--- src/rtl/tdm_pkg.sv ---
// Shared constants and the channel-select encoding for the 4:1 TDM mux.
// CH0..CH3 map directly onto the downstream demux select lines {s1,s0}.
package tdm_pkg;

  localparam int NUM_CH = 4;
  localparam int SEL_W  = 2;

  typedef enum logic [SEL_W-1:0] {
    CH0 = 2'b00,
    CH1 = 2'b01,
    CH2 = 2'b10,
    CH3 = 2'b11
  } ch_sel_t;

endpackage

--- src/rtl/rr_arbiter4.sv ---
// Combinational 4-way round-robin arbiter: scans ptr, ptr+1, ptr+2, ptr+3 (mod 4)
// and grants the first requesting channel when enabled.
module rr_arbiter4
  import tdm_pkg::*;
(
  input  logic [NUM_CH-1:0] req,
  input  logic [SEL_W-1:0]  ptr,
  input  logic              en,
  output logic [NUM_CH-1:0] gnt,
  output logic [SEL_W-1:0]  gnt_idx,
  output logic              any
);

  logic [SEL_W-1:0] idx;

  always_comb begin
    gnt     = '0;
    gnt_idx = '0;
    any     = 1'b0;
    idx     = '0;
    for (int unsigned i = 0; i < NUM_CH; i++) begin
      // 2-bit add wraps naturally, giving the modulo-4 rotation.
      idx = ptr + SEL_W'(i);
      if (en && !any && req[idx]) begin
        any      = 1'b1;
        gnt[idx] = 1'b1;
        gnt_idx  = idx;
      end
    end
  end

endmodule

--- src/rtl/tdm_mux4.sv ---
// Four-channel round-robin TDM multiplexer: interleaves four valid/ready sources
// onto one registered stream tagged with the demux channel select.
module tdm_mux4
  import tdm_pkg::*;
#(
  parameter int WIDTH = 8
) (
  input  logic                    clk,
  input  logic                    rst_n,
  input  logic [NUM_CH*WIDTH-1:0] in_data,
  input  logic [NUM_CH-1:0]       in_valid,
  output logic [NUM_CH-1:0]       in_ready,
  output logic [WIDTH-1:0]        out_data,
  output logic [SEL_W-1:0]        out_sel,
  output logic                    out_valid,
  input  logic                    out_ready,
  output logic [NUM_CH*8-1:0]     grant_cnt
);

  logic              load;
  logic              any;
  logic [SEL_W-1:0]  gnt_idx;
  logic [NUM_CH-1:0] gnt;
  ch_sel_t           ptr;
  logic [WIDTH-1:0]  words [NUM_CH];
  logic [7:0]        cnt   [NUM_CH];

  // Output register is empty or drains this cycle; nothing is accepted during reset.
  assign load = !out_valid || out_ready;

  rr_arbiter4 u_arb (
    .req     (in_valid),
    .ptr     (ptr),
    .en      (load && rst_n),
    .gnt     (gnt),
    .gnt_idx (gnt_idx),
    .any     (any)
  );

  assign in_ready = gnt;

  always_comb begin
    for (int unsigned i = 0; i < NUM_CH; i++) begin
      words[i] = in_data[i*WIDTH +: WIDTH];
    end
  end

  always_comb begin
    grant_cnt = '0;
    for (int unsigned i = 0; i < NUM_CH; i++) begin
      grant_cnt[i*8 +: 8] = cnt[i];
    end
  end

  always_ff @(posedge clk or negedge rst_n) begin
    if (!rst_n) begin
      out_valid <= 1'b0;
      out_data  <= '0;
      out_sel   <= CH0;
      ptr       <= CH0;
      for (int unsigned i = 0; i < NUM_CH; i++) begin
        cnt[i] <= '0;
      end
    end else if (load) begin
      if (any) begin
        out_valid     <= 1'b1;
        out_data      <= words[gnt_idx];
        out_sel       <= gnt_idx;
        ptr           <= ch_sel_t'(gnt_idx + 2'd1);
        cnt[gnt_idx]  <= cnt[gnt_idx] + 8'd1;
      end else begin
        out_valid <= 1'b0;
      end
    end
  end

endmodule

--- config.mk ---
export PLATFORM = sky130hd
export DESIGN_NAME = tdm_mux4
export DESIGN_NICKNAME = d
export VERILOG_FILES = /design/src/rtl/tdm_pkg.sv /design/src/rtl/rr_arbiter4.sv /design/src/rtl/tdm_mux4.sv
export SDC_FILE = /design/constraint.sdc
export NUM_CORES = 1
export LEC_CHECK = 0
export CAP_MARGIN = 0
export CORE_MARGIN = 5
export CORE_UTILIZATION = 51
export CTS_CLUSTER_DIAMETER = 120
export DETAILED_ROUTE_END_ITERATION = 16
export PLACE_DENSITY = 0.95
export SYNTH_ARGS = -nofsm -noshare
export SYNTH_HDL_FRONTEND = slang
export SYNTH_SLANG_ARGS = --single-unit
--- constraint.sdc ---
create_clock -name clk -period 7 [get_ports clk]
set_clock_uncertainty 0.15 [all_clocks]
set_input_delay 1.4 -clock clk [delete_from_list [all_inputs] [get_ports clk]]
set_output_delay 1.4 -clock clk [all_outputs]
set_load 0.01 [all_outputs]
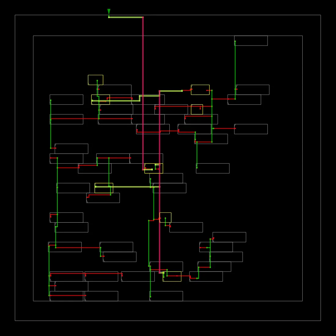
Run 1: the clock network
Clock group: 0.000177 W
Sink Count: 45
CTS buffer count: 5

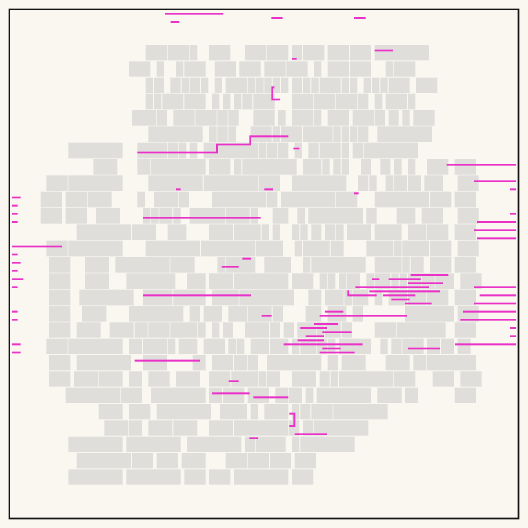
Run 1: M3 wires
Drawn at 6 px/um. Cells faint in the background.
nets with wire on the layer: 63
wire length on this layer: 352 um

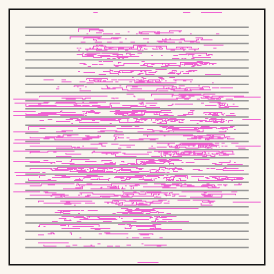
Run 1: metal 1
Drawn at 3 px/um. Supply wires on this layer in grey.
main direction: horizontal
longest straight run: 29.0 um
nets with wire on the layer: 382
via count: 2651
met1 Use GR: 0.2817
routed wire length: 7.659 mm

==> GITHUB_STEP_SUMMARY, run 1 <==
## Synthesis and layout report

| Metric | Value |
|---|---|
| Status | `finished clean` |
| First-pass GRT wire length | `between 10 and 15 mm` |
| Antenna violations before repair | `0` |
| Fraction of final layout cells sized beyond drive strength 1 | `0.1361` |
| ClkCell Share | `0.02538` |
| Routed vias/inst | `just under 6` |
| Flop share of the area | `0.2929` |
| Logic pwr share | `0.600` |
| RSZ-0062 raised after global routing | `false` |
| Syn avg cell area | `9.531 sq um` |
| Post-synthesis adder-cell area fraction | `0.03965` |
| Combinational share of cell area | `0.4234` |
| Met3 wire length | `around 350 um` |
| Fin worst setup slack | `roughly 1.4 ns` |
| I/O Buffers | `85` |
| Die width | `84.63 um` |
| Clock power frac | `0.108` |
| Worst setup EP type | `output port` |
| Mapped cell area | `2840 sq um` |
| Late-Pin Clk Latency | `0.32 ns` |
| Mux share | `0.1533` |
| Cell count after synthesis | `between 200 and 300` |
| Switching share of power | `0.4294` |
| Dpl cells | `446` |
| Critical Path AT | `approximately 4.0 ns` |
| Post_cts resized | `0` |
| Buf/Inv on CP | `2` |
| Clk slew on worst S/H paths | `approximately 0.080 ns` |
| FMAX | `0.1798 GHz` |
| Top logic family | `simple AND/OR/NAND/NOR gates` |
| Global placement routability congestion | `0.8730` |
| Clk buf depth | `2` |
| Most frequent cells in the layout | `clkdlybuf4s50_1, nand2_1, dfrtp_1` |
| TAP cells | `72` |
| CP dominant cell by count | `clkdlybuf4s50_1` |
| Synth-to-layout area growth | `35.37%` |
| CP Cell Sequence | `clkdlybuf4s50_1, mux4_2, or3_4, nor2_1, a22o_1, a221o_1, clkdlybuf4s50_1` |
| Post-CTS Setup Bufs | `0` |
| Hold path depth | `2` |
| Post-route ant nets | `0` |
| Hold Path Sink | `out_data[1]$_DFFE_PN0P_` |
| Synth Register Bits | `45` |
| Yosys xor share | `0.01850` |
| Worst hold margin | `0.3360 ns` |
| Placed cell areas | `3747 sq um` |
| Hold Path Origin | `out_data[1]$_DFFE_PN0P_` |
| Vias in the first global route | `2578` |
| Final core occ | `0.7026` |
| Slew Viols, Final | `0` |
| Reg2reg path depth | `11` |
Run 1, routed clock nets over the placement:
Drawn at 4 px/um.
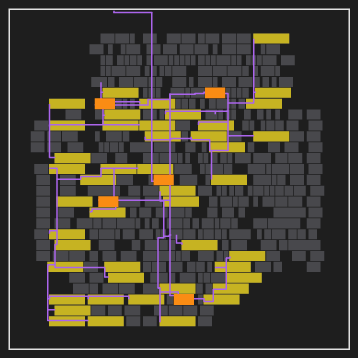

==> run 1 -> run 2 <==
--- a/config.mk
+++ b/config.mk
@@ -7,10 +7,10 @@
 export LEC_CHECK = 0
 export CAP_MARGIN = 0
 export CORE_MARGIN = 5
-export CORE_UTILIZATION = 51
+export CORE_UTILIZATION = 47
 export CTS_CLUSTER_DIAMETER = 120
 export DETAILED_ROUTE_END_ITERATION = 16
-export PLACE_DENSITY = 0.95
+export PLACE_DENSITY = 0.91
 export SYNTH_ARGS = -nofsm -noshare
 export SYNTH_HDL_FRONTEND = slang
 export SYNTH_SLANG_ARGS = --single-unit
==> constraint.sdc (replaced) <==
create_clock -name clk -period 5.44 [get_ports clk]
set_clock_uncertainty 0.15 [all_clocks]
set_input_delay 1.088 -clock clk [delete_from_list [all_inputs] [get_ports clk]]
set_output_delay 1.088 -clock clk [all_outputs]
set_load 0.01 [all_outputs]
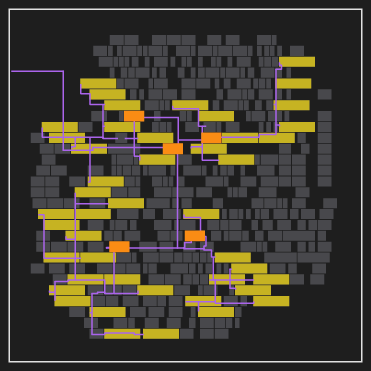
Run 2: routed clock nets over the placement
Drawn at 4 px/um.
[flip-flops] yellow | count: 45
[clock-net drivers] orange | count: 5
[clock wires] purple | length: 484 um
routed clock nets: 6

==> run 2 against run 1 <==
Non-clock buffer count rose by 1. Sequential share of layout area fell by 0.067 points. Design area rose by 0.23%. Synthesized cell count did not move. Combinational power rose by about 30%. Die area rose by 7.5%. Clock power rose by about 20%. Total power rose by 28%. Worst hold slack got worse by 0.0074 ns. Critical endpoint is now grant_cnt[6]$_DFFE_PN0P_. Largest cell class unchanged.
==> GITHUB_STEP_SUMMARY, run 2 <==
## Synthesis and layout report

| Metric | Value |
|---|---|
| Clock group | `~0.00021 W` |
| Flop share of the area | `0.2922` |
| Buf/Inv on CP | `3` |
| Met3 wire length | `around 400 um` |
| Status | `finished clean` |
| Cell count after synthesis | `between 200 and 300` |
| CTS buffer count | `5` |
| Fin worst setup slack | `around 0.46 ns` |
| Yosys xor share | `0.01850` |
| Mux share | `0.1533` |
| Via count | `2577` |
| TAP cells | `75` |
| Combinational share of cell area | `0.4224` |
| Clk slew on worst S/H paths | `0.08 ns` |
| Hold path depth | `2` |
| Global placement routability congestion | `around 0.9` |
| Top logic family | `simple AND/OR/NAND/NOR gates` |
| Routed wire length | `between 7 and 8 mm` |
| Logic pwr share | `0.606` |
| Worst setup EP type | `flop` |
| Late-Pin Clk Latency | `approximately 0.30 ns` |
| Final core occ | `0.6548` |
| I/O Buffers | `around 85` |
| Post-synthesis adder-cell area fraction | `0.03965` |
| Mapped cell area | `about 2800 sq um` |
| First-pass GRT wire length | `~12 mm` |
| Die width | `87.74 um` |
| FMAX | `about 0.20 GHz` |
| Syn avg cell area | `roughly 9.5 sq um` |
| Fraction of final layout cells sized beyond drive strength 1 | `0.1384` |
| Synth-to-layout area growth | `35.68%` |
| Antenna violations before repair | `0` |
| Post_cts resized | `0` |
| Hold Path Origin | `out_sel[1]$_DFFE_PN0P_` |
| Placed cell areas | `~3800 sq um` |
| Dpl cells | `approximately 450` |
| Slew Viols, Final | `0` |
| Routed vias/inst | `approximately 5.6` |
| Post-CTS Setup Bufs | `0` |
| Post-route ant nets | `0` |
| ClkCell Share | `0.02468` |
Power and IR drop assume default switching activity.
